File: config.mk
export PLATFORM = sky130hd
export DESIGN_NAME = uart_rx_os
export DESIGN_NICKNAME = d
export VERILOG_FILES = /design/src/rtl/uart_rx_os.sv
export SDC_FILE = /design/constraint.sdc
export NUM_CORES = 1
export LEC_CHECK = 0
export CAP_MARGIN = 20
export CORE_ASPECT_RATIO = 0.8
export CORE_MARGIN = 2
export CORE_UTILIZATION = 53
export DETAILED_ROUTE_END_ITERATION = 6
export HOLD_SLACK_MARGIN = 0.02
export PLACE_DENSITY = 0.76
export SYNTH_ARGS = -nofsm -noshare
export SYNTH_HDL_FRONTEND = slang
export SYNTH_SLANG_ARGS = --single-unit
File: constraint.sdc
create_clock -name clk -period 3.7 [get_ports clk]
set_input_delay 0.555 -clock clk [delete_from_list [all_inputs] [get_ports clk]]
set_output_delay 0.555 -clock clk [all_outputs]
set_load 0.1 [all_outputs]
File: src/rtl/uart_rx_os.sv
// Oversampling UART receiver with on-chip baud tick generator, 3-sample majority
// voting, 5..8 data bits, optional parity, 1/2 stop bits, break detection and an RX FIFO.
// Ports:
//   clk, rst (async, active-low)
//   rx                    serial input (async to clk, idle high)
//   baud_div              oversample tick every baud_div+1 clocks
//   data_size/parity_en/parity_mode/stop_bit_size   frame format, latched per frame
//   m_data/m_err_parity/m_err_frame/m_valid/m_ready FIFO head, valid/ready handshake
//   overrun/clr_overrun   sticky dropped-word flag and its clear
//   break_det             one-clock pulse when a break frame is pushed
//   busy                  receiver is inside a frame
module uart_rx_os #(
    parameter int unsigned OSR        = 16,
    parameter int unsigned DIV_W      = 16,
    parameter int unsigned FIFO_DEPTH = 4
) (
    input  logic             clk,
    input  logic             rst,
    input  logic             rx,
    input  logic [DIV_W-1:0] baud_div,
    input  logic [1:0]       data_size,
    input  logic             parity_en,
    input  logic [1:0]       parity_mode,
    input  logic             stop_bit_size,
    output logic [7:0]       m_data,
    output logic             m_err_parity,
    output logic             m_err_frame,
    output logic             m_valid,
    input  logic             m_ready,
    output logic             overrun,
    input  logic             clr_overrun,
    output logic             break_det,
    output logic             busy
);

    localparam int unsigned OS_W   = $clog2(OSR);
    localparam int unsigned AW     = $clog2(FIFO_DEPTH);
    localparam int unsigned CNT_W  = AW + 1;
    localparam int unsigned WORD_W = 10;

    typedef enum logic [2:0] {
        S_IDLE,
        S_START,
        S_DATA,
        S_PARITY,
        S_STOP
    } state_t;

    // Synchronizer and edge history
    logic             rx_meta_q, rx_sync_q, rx_prev_q;
    // Timing
    logic [DIV_W-1:0] tick_cnt_q, tick_cnt_d;
    logic [OS_W-1:0]  os_cnt_q, os_cnt_d;
    // Frame state
    state_t           state_q, state_d;
    logic [2:0]       bit_cnt_q, bit_cnt_d;
    logic [7:0]       data_q, data_d;
    logic [1:0]       vote_q, vote_d;
    logic [1:0]       size_q, size_d;
    logic             pen_q, pen_d;
    logic [1:0]       pmode_q, pmode_d;
    logic             stop2_q, stop2_d;
    logic             perr_q, perr_d;
    logic             ferr_q, ferr_d;
    logic             par_bit_q, par_bit_d;
    logic             stop_idx_q, stop_idx_d;
    logic             stop0_zero_q, stop0_zero_d;
    // FIFO
    logic [WORD_W-1:0] mem_q [FIFO_DEPTH];
    logic [WORD_W-1:0] mem_d [FIFO_DEPTH];
    logic [AW-1:0]     wr_ptr_q, wr_ptr_d, rd_ptr_q, rd_ptr_d;
    logic [CNT_W-1:0]  count_q, count_d;
    // Registered outputs
    logic [7:0]       m_data_q, m_data_d;
    logic             m_err_parity_q, m_err_parity_d;
    logic             m_err_frame_q, m_err_frame_d;
    logic             m_valid_q, m_valid_d;
    logic             overrun_q, overrun_d;
    logic             break_det_q, break_det_d;
    logic             busy_q, busy_d;

    logic              tick_c, start_det_c, maj_c;
    logic              at_s0_c, at_s1_c, at_res_c, at_end_c;
    logic              push_c, brk_c;
    logic [WORD_W-1:0] push_word_c;
    logic              pop_c, full_c, wr_en_c, ovr_set_c;
    logic [WORD_W-1:0] head_c;

    assign tick_c      = (tick_cnt_q == baud_div);
    assign start_det_c = (state_q == S_IDLE) && rx_prev_q && !rx_sync_q;
    assign at_s0_c     = tick_c && (os_cnt_q == OS_W'(OSR / 2 - 1));
    assign at_s1_c     = tick_c && (os_cnt_q == OS_W'(OSR / 2));
    assign at_res_c    = tick_c && (os_cnt_q == OS_W'(OSR / 2 + 1));
    assign at_end_c    = tick_c && (os_cnt_q == OS_W'(OSR - 1));
    assign maj_c       = (vote_q[0] & vote_q[1]) | (vote_q[0] & rx_sync_q) | (vote_q[1] & rx_sync_q);

    // Receive FSM, tick/sample counters and per-frame bookkeeping
    always_comb begin
        tick_cnt_d   = tick_c ? '0 : tick_cnt_q + DIV_W'(1);
        os_cnt_d     = os_cnt_q;
        state_d      = state_q;
        bit_cnt_d    = bit_cnt_q;
        data_d       = data_q;
        vote_d       = vote_q;
        size_d       = size_q;
        pen_d        = pen_q;
        pmode_d      = pmode_q;
        stop2_d      = stop2_q;
        perr_d       = perr_q;
        ferr_d       = ferr_q;
        par_bit_d    = par_bit_q;
        stop_idx_d   = stop_idx_q;
        stop0_zero_d = stop0_zero_q;
        push_c       = 1'b0;
        push_word_c  = '0;
        brk_c        = 1'b0;

        if (tick_c) begin
            os_cnt_d = at_end_c ? '0 : os_cnt_q + OS_W'(1);
        end
        if (at_s0_c) begin
            vote_d[0] = rx_sync_q;
        end
        if (at_s1_c) begin
            vote_d[1] = rx_sync_q;
        end

        unique case (state_q)
            S_IDLE: begin
                if (start_det_c) begin
                    state_d      = S_START;
                    tick_cnt_d   = '0;
                    os_cnt_d     = '0;
                    size_d       = data_size;
                    pen_d        = parity_en;
                    pmode_d      = parity_mode;
                    stop2_d      = stop_bit_size;
                    bit_cnt_d    = '0;
                    data_d       = '0;
                    perr_d       = 1'b0;
                    ferr_d       = 1'b0;
                    par_bit_d    = 1'b0;
                    stop_idx_d   = 1'b0;
                    stop0_zero_d = 1'b0;
                end
            end
            S_START: begin
                if (at_res_c && maj_c) begin
                    state_d = S_IDLE;
                end else if (at_end_c) begin
                    state_d = S_DATA;
                end
            end
            S_DATA: begin
                if (at_res_c) begin
                    data_d[bit_cnt_q] = maj_c;
                end
                if (at_end_c) begin
                    if (bit_cnt_q == 3'd4 + 3'(size_q)) begin
                        bit_cnt_d = '0;
                        state_d   = pen_q ? S_PARITY : S_STOP;
                    end else begin
                        bit_cnt_d = bit_cnt_q + 3'd1;
                    end
                end
            end
            S_PARITY: begin
                if (at_res_c) begin
                    par_bit_d = maj_c;
                    perr_d    = maj_c != (pmode_q[0] ^ (pmode_q[1] & (^data_q)));
                end
                if (at_end_c) begin
                    state_d = S_STOP;
                end
            end
            S_STOP: begin
                if (at_res_c) begin
                    ferr_d = ferr_q | !maj_c;
                    if (!stop_idx_q) begin
                        stop0_zero_d = !maj_c;
                    end
                    // Leave half a bit early so an immediately following start bit is seen
                    if (stop_idx_q == stop2_q) begin
                        push_c      = 1'b1;
                        push_word_c = {ferr_q | !maj_c, perr_q, data_q};
                        brk_c       = (data_q == 8'd0) && (!pen_q || !par_bit_q) &&
                                      (stop_idx_q ? stop0_zero_q : !maj_c);
                        state_d     = S_IDLE;
                    end
                end else if (at_end_c) begin
                    stop_idx_d = 1'b1;
                end
            end
            default: state_d = S_IDLE;
        endcase
    end

    // FIFO pointers, storage, overrun and registered head view
    always_comb begin
        pop_c     = (count_q != '0) && m_ready;
        full_c    = (count_q == CNT_W'(FIFO_DEPTH));
        wr_en_c   = push_c && (!full_c || pop_c);
        ovr_set_c = push_c && full_c && !pop_c;

        mem_d = mem_q;
        if (wr_en_c) begin
            mem_d[wr_ptr_q] = push_word_c;
        end
        wr_ptr_d = wr_ptr_q + AW'(wr_en_c);
        rd_ptr_d = rd_ptr_q + AW'(pop_c);
        count_d  = count_q + CNT_W'(wr_en_c) - CNT_W'(pop_c);

        head_c         = (count_d != '0) ? mem_d[rd_ptr_d] : '0;
        m_data_d       = head_c[7:0];
        m_err_parity_d = head_c[8];
        m_err_frame_d  = head_c[9];
        m_valid_d      = (count_d != '0);

        // A fresh overrun beats a simultaneous clear
        overrun_d = overrun_q;
        if (clr_overrun) begin
            overrun_d = 1'b0;
        end
        if (ovr_set_c) begin
            overrun_d = 1'b1;
        end

        break_det_d = brk_c;
        busy_d      = (state_d != S_IDLE);
    end

    always_ff @(posedge clk or negedge rst) begin
        if (!rst) begin
            rx_meta_q      <= 1'b1;
            rx_sync_q      <= 1'b1;
            rx_prev_q      <= 1'b1;
            tick_cnt_q     <= '0;
            os_cnt_q       <= '0;
            state_q        <= S_IDLE;
            bit_cnt_q      <= '0;
            data_q         <= '0;
            vote_q         <= 2'b11;
            size_q         <= '0;
            pen_q          <= 1'b0;
            pmode_q        <= '0;
            stop2_q        <= 1'b0;
            perr_q         <= 1'b0;
            ferr_q         <= 1'b0;
            par_bit_q      <= 1'b0;
            stop_idx_q     <= 1'b0;
            stop0_zero_q   <= 1'b0;
            mem_q          <= '{default: '0};
            wr_ptr_q       <= '0;
            rd_ptr_q       <= '0;
            count_q        <= '0;
            m_data_q       <= '0;
            m_err_parity_q <= 1'b0;
            m_err_frame_q  <= 1'b0;
            m_valid_q      <= 1'b0;
            overrun_q      <= 1'b0;
            break_det_q    <= 1'b0;
            busy_q         <= 1'b0;
        end else begin
            rx_meta_q      <= rx;
            rx_sync_q      <= rx_meta_q;
            rx_prev_q      <= rx_sync_q;
            tick_cnt_q     <= tick_cnt_d;
            os_cnt_q       <= os_cnt_d;
            state_q        <= state_d;
            bit_cnt_q      <= bit_cnt_d;
            data_q         <= data_d;
            vote_q         <= vote_d;
            size_q         <= size_d;
            pen_q          <= pen_d;
            pmode_q        <= pmode_d;
            stop2_q        <= stop2_d;
            perr_q         <= perr_d;
            ferr_q         <= ferr_d;
            par_bit_q      <= par_bit_d;
            stop_idx_q     <= stop_idx_d;
            stop0_zero_q   <= stop0_zero_d;
            mem_q          <= mem_d;
            wr_ptr_q       <= wr_ptr_d;
            rd_ptr_q       <= rd_ptr_d;
            count_q        <= count_d;
            m_data_q       <= m_data_d;
            m_err_parity_q <= m_err_parity_d;
            m_err_frame_q  <= m_err_frame_d;
            m_valid_q      <= m_valid_d;
            overrun_q      <= overrun_d;
            break_det_q    <= break_det_d;
            busy_q         <= busy_d;
        end
    end

    assign m_data       = m_data_q;
    assign m_err_parity = m_err_parity_q;
    assign m_err_frame  = m_err_frame_q;
    assign m_valid      = m_valid_q;
    assign overrun      = overrun_q;
    assign break_det    = break_det_q;
    assign busy         = busy_q;

endmodule

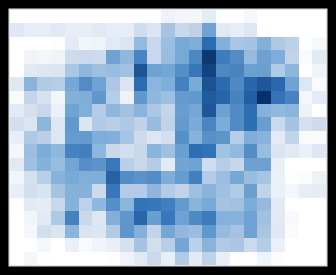
Run 1: routed metal per tile
23 x 19 tiles, from white (low) to dark blue (high), scaled to the fullest tile. Values are wire area over tile area, all layers added.
mean over tiles: 0.17
fullest tile: 0.54
nearly empty tiles: 15%

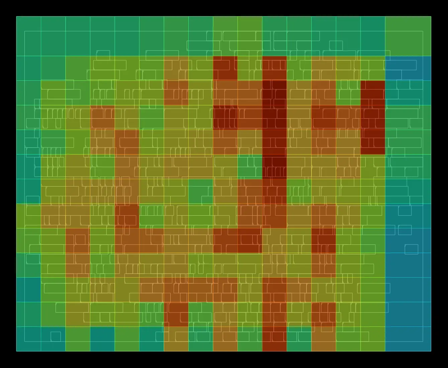
Run 1: routing congestion
GR Layer Usage met1: 33.3%
M2 GR Usage: 36.2%
GRT Util Overall: 23.6%
Layout Utilization: 65.6%

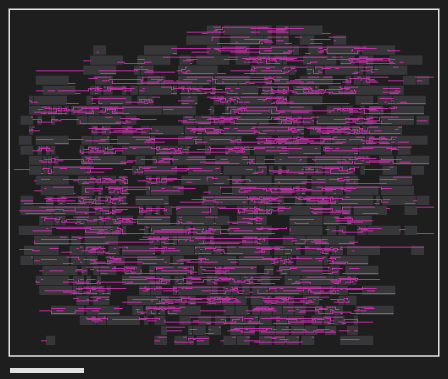
Run 1: the metal 1 layer
Bar = 20 um.
nets with wire on the layer: 555
share of all routed wire: 46%

run 1: area by class of cell:
cell class | count | area share [%]
inverters | 27 | 1.59
repair buffers | 61 | 9.10
clock inverters | 2 | 0.608
well taps | 136 | 2.67
clock buffers | 13 | 4.24
flip-flops and latches | 111 | 43.6
multi-input cells | 351 | 38.2
run 1: per-stage QoR:
step           setup slack [ns]  area (um^2)
3_5_place_dp             -0.407         6030
4_1_cts                  0.0873         6340
2_1_floorplan            0.0157         5360
6_report                  0.168         6380
3_3_place_gp             -0.311         6030
5_1_grt                 -0.0119         6380
run 1: layer usage:
metal  vias up  share of wire, %  GRT usage [%]
met1      1964                46           33.3
met4         0              0.90           5.95
met2       102                47           36.2
met5         -                 0              0
met3        12               6.1           6.45
li1       1892                 -              -
run 1: power breakdown:
group          internal, mW  switching [mW]
combinational         0.496           0.783
clock                 0.578           0.419
sequential             1.31          0.0613
total                  2.39            1.26
run 1: cells by family (layout without fill, tap and decap cells):
group | after synthesis | in the layout | share of synthesized area (%)
simple gates | 168 | 168 | 16.0
fa+ha+maj | 14 | 14 | 3.41
xor+xnor | 40 | 40 | 6.54
mux | 44 | 44 | 9.02
flops | 111 | 111 | 52.0
buf+inv | 44 | 103 | 3.29
compound gates | 85 | 85 | 9.72
run 1: how the worst min path moves through the flow:
stage	endpoint	slack, ns	cells after the start
final	os_cnt_q[1]$_DFF_PN0_	0.20	1
after global routing	os_cnt_q[1]$_DFF_PN0_	0.23	1
after CTS	os_cnt_q[1]$_DFF_PN0_	0.21	1
after detailed placement	rx_sync_q$_DFF_PN1_	0.35	0
after global placement	rx_sync_q$_DFF_PN1_	0.35	0
after floorplan	bit_cnt_q[0]$_DFFE_PN0P_	0.26	0
==> out/metrics.yaml, run 1 <==
yosys:
  synth_cells: 506
  top_area_share_pct: 49.5
  ys_types: 54
  synth_top_cell_by_count: "dfrtp_1"
  ys_top_cells_by_count: "dfrtp_1 (106), nand2_1 (53), nor2_1 (32), inv_1 (26), xor2_1 (26)"
  synth_chip_area_um2: 5350
  yosys.area.top_type: "dfrtp_1"
  async_flop_share_pct: 100
  edf_count: 0
  yosys_warnings: 0
  ys_seq_share_pct: 52.0
  numSynthFlops: 111
  synthFlopType: "dfrtp_1"
  ys_cells: 506
  avgSynthCellArea_um2: 10.6
  area_leaders: "dfrtp_1 (50%), mux2_2 (4.6%), xor2_1 (4.3%)"
  synth_nets: 547
  netlist_area_um2: 5350
sta:
  tns_ns: 0
  post-route-min-period_ns: 3.53
  finalClockPeriodUsage_pct: 95.5
  final_hold_viol_count: 0
  setup_viol: 0
  worst_hold_slack_ns: 0.195
  max_freq_mhz: 283
  drv_slew: 0
  skew_ns: 0.00748
  timing.slew.headroom_pct: 35.3
  worst_slew_pin_slew_ns: 0.968
floorplan:
  fp.dieH_um: 93.9
  num_rows: 32
  ios: 41
  initCoreUtil_pct: 55.0
  core_area_um2: 9730
  chip_area_um2: 10900
  dieWidth_um: 116
cells_and_area:
  lay_top_cells: "dfrtp_1 (106), nand2_1 (53), clkdlybuf4s50_1 (39)"
  final-instance-count-excl-fill: 701
  regMostFlops: "mem_q"
  largest_reg_flops: 40
  nets: 602
  seq_area_um2: 2780
  top_regs: "mem_q x40, tick_cnt_q x16"
  diodes: 0
  comb_area_um2: 2440
  area_delta_synth_final_pct: 19.2
  nFillCells: 717
  drive_gt1_share_pct: 13.5
  layout_top_cell: "dfrtp_1"
worst_setup_path:
  endpoint_kind: "flip-flop"
  crit_top_cell: "ha_1"
  endpoint: "m_data[0]$_DFF_PN0_"
  critPathMaxStageDelay_ns: 0.42
  cp.depth: 14
  path_class: "input port to flip-flop"
  cp_cell_sequence: "clkdlybuf4s50_1, xor2_1, nor4_2, and4_1, nand2_1, ha_1, inv_1, ha_1, fa_1, xnor2_1, or3_4, buf_4, and2_1, a32o_1"
  r2r_slack_ns: 0.20
  path_buffers: 3
  worstPathArrival_ns: 3.77
  r2r-start: "state_q[1]$_DFF_PN0_"
  regToRegEndpoint: "m_data[0]$_DFF_PN0_"
  start_kind: "input port"
  cp_slowest_cell: "clkdlybuf4s50_1"
  crit_path_start: "baud_div[5]"
  cp_top_family: "simple AND/OR/NAND/NOR gates"
  crit_path_max_fanout: 3
  worstPathRequired_ns: 3.93
  reg2reg_depth: 12
placed_design:
  gp_congestion: 0.846
  port_buffers: 40
  place_inst: 686
  hpwl_mm: 8.23
clocking:
  htreeDepth: 3
  clk_pin_slew_worst_paths_ns: 0.07
  root_buffer: "clkbuf_16"
  clk_path_buf_depth: 2
  cts_setup_buffers: 0
  hold_buffers: 0
  post_cts_resized: 1
  clk_latency_ns: 0.35
  cts_buffers: 9
  clkSinkCount: 111
  cts_tree: "built"
global_routing:
  first_global_vias: 4007
  grt_max_degree: 46
  antenna_found_initial: 0
  overflow: 0
  grt_pass1_wl_mm: 19.7
route:
  routed_wirelength_mm: 11.7
  dr_total_vias: 3970
  avgViaCountPerCell: 5.66
  drc_errors: 0
  antenna_left: 0
  drt_iter0_drc: 264
  firstDrtPassIters: 4
  wire_per_inst_um: 16.7
run:
  max_cap_viol_count: 0
  openroad.warnings: 28
pwr:
  vdd_drop_max_mv: 0.319
  total_power_mw: 3.65
  powerDensity_nw_per_um2: 572
  p_leak_nw: 2.96
run_status:
  outcome: "finished, final reports clean"
min_path:
  hold_path.class: "input port to asynchronous set/reset pin"
Run 1, close-up of the layout:
Bar = 5 um. Region (77, 60) to (97, 80) um. Cells in grey, sequential cells in the stronger grey; small squares are vias.
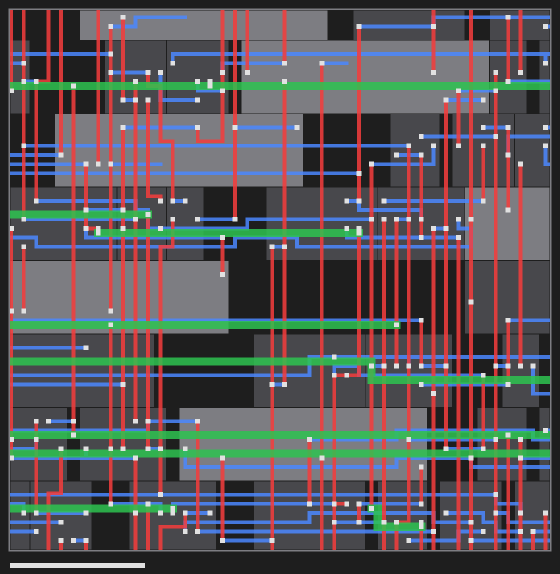

==> run 2: changes to the inputs <==
- CORE_UTILIZATION: 53 -> 35
- PLACE_DENSITY: 0.76 -> default
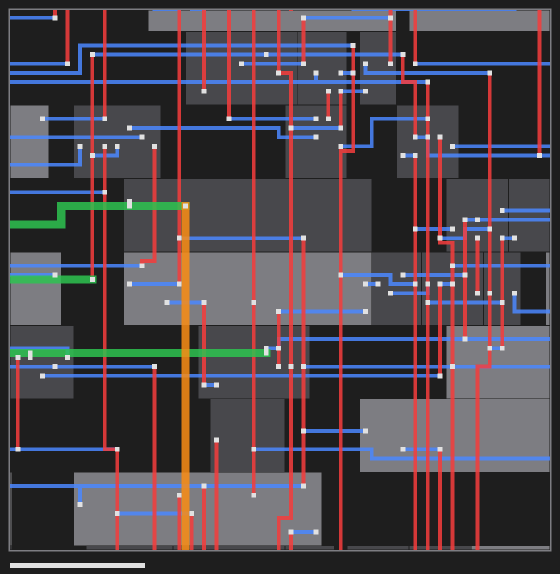
Run 2: close-up of the layout
Bar = 5 um. Region (97, 76) to (117, 96) um. Cells in grey, sequential cells in the stronger grey; small squares are vias.
legend:
  red:
    layer: metal 2
  blue:
    layer: metal 1
  orange:
    layer: metal 4
  green:
    layer: metal 3
sequential cells in the window: 3
most frequent: o22ai_1 (4), dfrtp_1 (3)
cells with their middle in the window: 17
netlist names of flops here include: mem_q (2), m_data (1)

==> run 2 against run 1 <==
Net effect: flip-flop count did not move; sequential share of layout area fell by 0.62 points; global-route usage fell by 7.8 points; synthesized area did not move; sequential power barely moved; clock skew rose by 0.0067 ns; non-clock buffer count rose by 1; clock power rose by 4%; largest power group unchanged; first-iteration DRC count rose by 3.8%; combinational power barely moved; critical path type unchanged.
==> out/metrics.yaml, run 2 <==
floorplan:
  dieWidth_um: 142  # +22%
  ios: 41  # unchanged
  num_rows: 40  # +25%
  fp.dieH_um: 115  # +22%
  core_area_um2: 15000  # +54%
  initCoreUtil_pct: 35.8  # -19 points
  chip_area_um2: 16300  # +49%
sta:
  post-route-min-period_ns: 3.61  # +0.0764 ns
  worst_slew_pin_slew_ns: 1.01  # +0.0453 ns
  setup_slack_ns: 0.0918  # -0.0764 ns
  max_freq_mhz: 277  # -2.1%
  timing.slew.headroom_pct: 32.2  # -3.0 points
  skew_ns: 0.0141  # +0.00666 ns
  worst_hold_slack_ns: 0.240  # +0.0445 ns
  finalClockPeriodUsage_pct: 97.5  # +2.1 points
  drv_slew: 0  # unchanged
  tns_ns: 0  # unchanged
  setup_viol: 0  # unchanged
  final_hold_viol_count: 0  # unchanged
clocking:
  cts_tree: "built"
  hold_buffers: 0  # unchanged
  clk_latency_ns: 0.36  # about the same
  root_buffer: "clkbuf_16"
  clkSinkCount: 111  # unchanged
  clk_pin_slew_worst_paths_ns: 0.07  # about the same
  htreeDepth: 3  # unchanged
  clk_path_buf_depth: 2  # unchanged
  cts_buffers: 9  # unchanged
placed_design:
  pre_cts_ws_ns: -0.475  # -0.0687 ns
  place_inst: 739  # +7.7%
  placed_cell_area_um2: 6100  # +1.1%
  gp_congestion: 0.829  # -2.0%
  hpwl_mm: 8.30  # +0.82%
  port_buffers: 40  # unchanged
pwr:
  vdd_drop_max_mv: 0.279  # -13%
  powerDensity_nw_per_um2: 570  # -0.39%
  total_power_mw: 3.69  # +1.0%
  p_leak_nw: 2.97  # +0.57%
yosys:
  avgSynthCellArea_um2: 10.6  # unchanged
  top_area_share_pct: 49.5  # unchanged
  yosys.area.top_type: "dfrtp_1"
  synth_nets: 547  # unchanged
  area_leaders: "dfrtp_1 (50%), mux2_2 (4.6%), xor2_1 (4.3%)"
  edf_count: 0  # unchanged
  xor_share_pct: 6.54  # unchanged
  synthFlopType: "dfrtp_1"
  synth_cells: 506  # unchanged
  ys_cells: 506  # unchanged
  ys_types: 54  # unchanged
  synth.cellmix.adderShare_pct: 3.41  # unchanged
  numSynthFlops: 111  # unchanged
  async_flop_share_pct: 100  # unchanged
  ys_top_cells_by_count: "dfrtp_1 (106), nand2_1 (53), nor2_1 (32), inv_1 (26), xor2_1 (26)"
  logic_family: "simple AND/OR/NAND/NOR gates"
  ys_seq_share_pct: 52.0  # unchanged
  synth_chip_area_um2: 5350  # unchanged
  netlist_area_um2: 5350  # unchanged
  ys_sh_mux_pct: 9.02  # unchanged
  yosys_warnings: 0  # unchanged
  ys_sh_simple_pct: 16.0  # unchanged
  aoi_share_pct: 9.72  # unchanged
  synth_top_cell_by_count: "dfrtp_1"
global_routing:
  grt_pass1_wl_mm: 20.3  # +2.7%
  overflow: 0  # unchanged
  top_usage_layer: "met1"
  use_met1_pct: 23.2  # -10 points
  met2_usage_pct: 23.0  # -13 points
  antenna_found_initial: 0  # unchanged
  grt_usage_pct: 15.8  # -7.8 points
  first_global_vias: 3951  # -1.4%
  grt_max_degree: 55  # +20%
  grt_use_met3_pct: 3.55  # -2.9 points
route:
  firstDrtPassIters: 4  # unchanged
  avgViaCountPerCell: 5.14  # -9.3%
  wl_met3_um: 623  # -13%
  wl_met1_mm: 5.83  # +7.3%
  dr_total_vias: 3880  # -2.3%
  routed_wirelength_mm: 11.8  # +0.35%
  wire_per_inst_um: 15.6  # -6.8%
  wl_met2_mm: 5.06  # -7.7%
  drc_errors: 0  # unchanged
  drt_iter0_drc: 274  # +3.8%
  routed.top_layer: "met4"
  antenna_left: 0  # unchanged
run_status:
  outcome: "finished, final reports clean"
cells_and_area:
  area_delta_synth_final_pct: 20.9
  final_core_util_pct: 43.3  # -22 points
  top_regs: "mem_q x40, tick_cnt_q x16"
  diodes: 0  # unchanged
  final-instance-count-excl-fill: 755  # +7.7%
  nets: 603  # +0.17%
  largest_reg_flops: 40  # unchanged
  regMostFlops: "mem_q"
  layout_top_cell: "dfrtp_1"
  drive_gt1_share_pct: 14.1  # +0.68 points
  lay_top_cells: "dfrtp_1 (106), nand2_1 (53), clkdlybuf4s50_1 (39)"
  finalInstanceArea_um2: 6470  # +1.4%
worst_setup_path:
  crit_path_max_fanout: 3  # unchanged
  start_kind: "input port"
  regToRegEndpoint: "m_data[0]$_DFF_PN0_"
  worstPathArrival_ns: 3.84  # +0.07 ns
  path_class: "input port to flip-flop"
  r2r-start: "state_q[1]$_DFF_PN0_"
  worstPathRequired_ns: 3.94  # about the same
  endpoint_kind: "flip-flop"
  endpoint: "m_data[0]$_DFF_PN0_"
  reg2reg_depth: 12  # unchanged
  crit_path_start: "baud_div[11]"
  r2r_slack_ns: 0.23  # +0.03 ns
run:
  max_cap_viol_count: 0  # unchanged
  openroad.warnings: 28  # unchanged
min_path:
  hold_path.class: "input port to asynchronous set/reset pin"
## run 2: cell types whose count changed in the layout (fill, tap and decap cells not counted), sizes merged
cell    change
buf         +1
inv         +2
clkinv      +1
clkbuf      -4
bufinv      +1
## run 2: worst max-delay path, stage by stage
cell,delay (ns)
clkdlybuf4s50_1,0.42
xor2_1,0.18
nor4_2,0.34
and4_1,0.29
nand2_1,0.10
ha_1,0.29
inv_1,0.04
ha_1,0.19
fa_2,0.34
xnor2_1,0.14
or3_4,0.38
buf_4,0.16
and2_1,0.15
a32o_1,0.26
## run 2: final cells by class
cell class / instances / area [um^2]
Clock buffer: 9 / 225
Clock inverter: 6 / 91.3
Fill cell: 1395 / 8490
Inverter: 27 / 101
Multi-Input combinational cell: 351 / 2450
Sequential cell: 111 / 2780
Tap cell: 189 / 236
Timing Repair Buffer: 62 / 588
## run 2: report_power, final
group | switching, mW | internal (mW)
Sequential | 0.0584 | 1.31
Clock | 0.445 | 0.595
Combinational | 0.785 | 0.493
Total | 1.29 | 2.40
## run 2: repair_timing
item,in CTS,in global routing
pin swaps,0,4
hold endpoints to repair,0,0
endpoints found under the setup margin,8,10
setup buffers,0,1
resized,1,10
## run 2: worst min path at each step
stage                         from                        to  slack, ns  depth (start not counted)
5_1_grt                        rst     os_cnt_q[1]$_DFF_PN0_       0.29                          1
3_3_place_gp   rx_meta_q$_DFF_PN1_       rx_sync_q$_DFF_PN1_       0.35                          0
2_1_floorplan                  rst  bit_cnt_q[0]$_DFFE_PN0P_       0.26                          0
4_1_cts                        rst       stop2_q$_DFFE_PN0P_       0.26                          1
3_5_place_dp   rx_meta_q$_DFF_PN1_       rx_sync_q$_DFF_PN1_       0.35                          0
6_report                       rst       stop2_q$_DFFE_PN0P_       0.24                          1
Power and IR drop assume default switching activity.
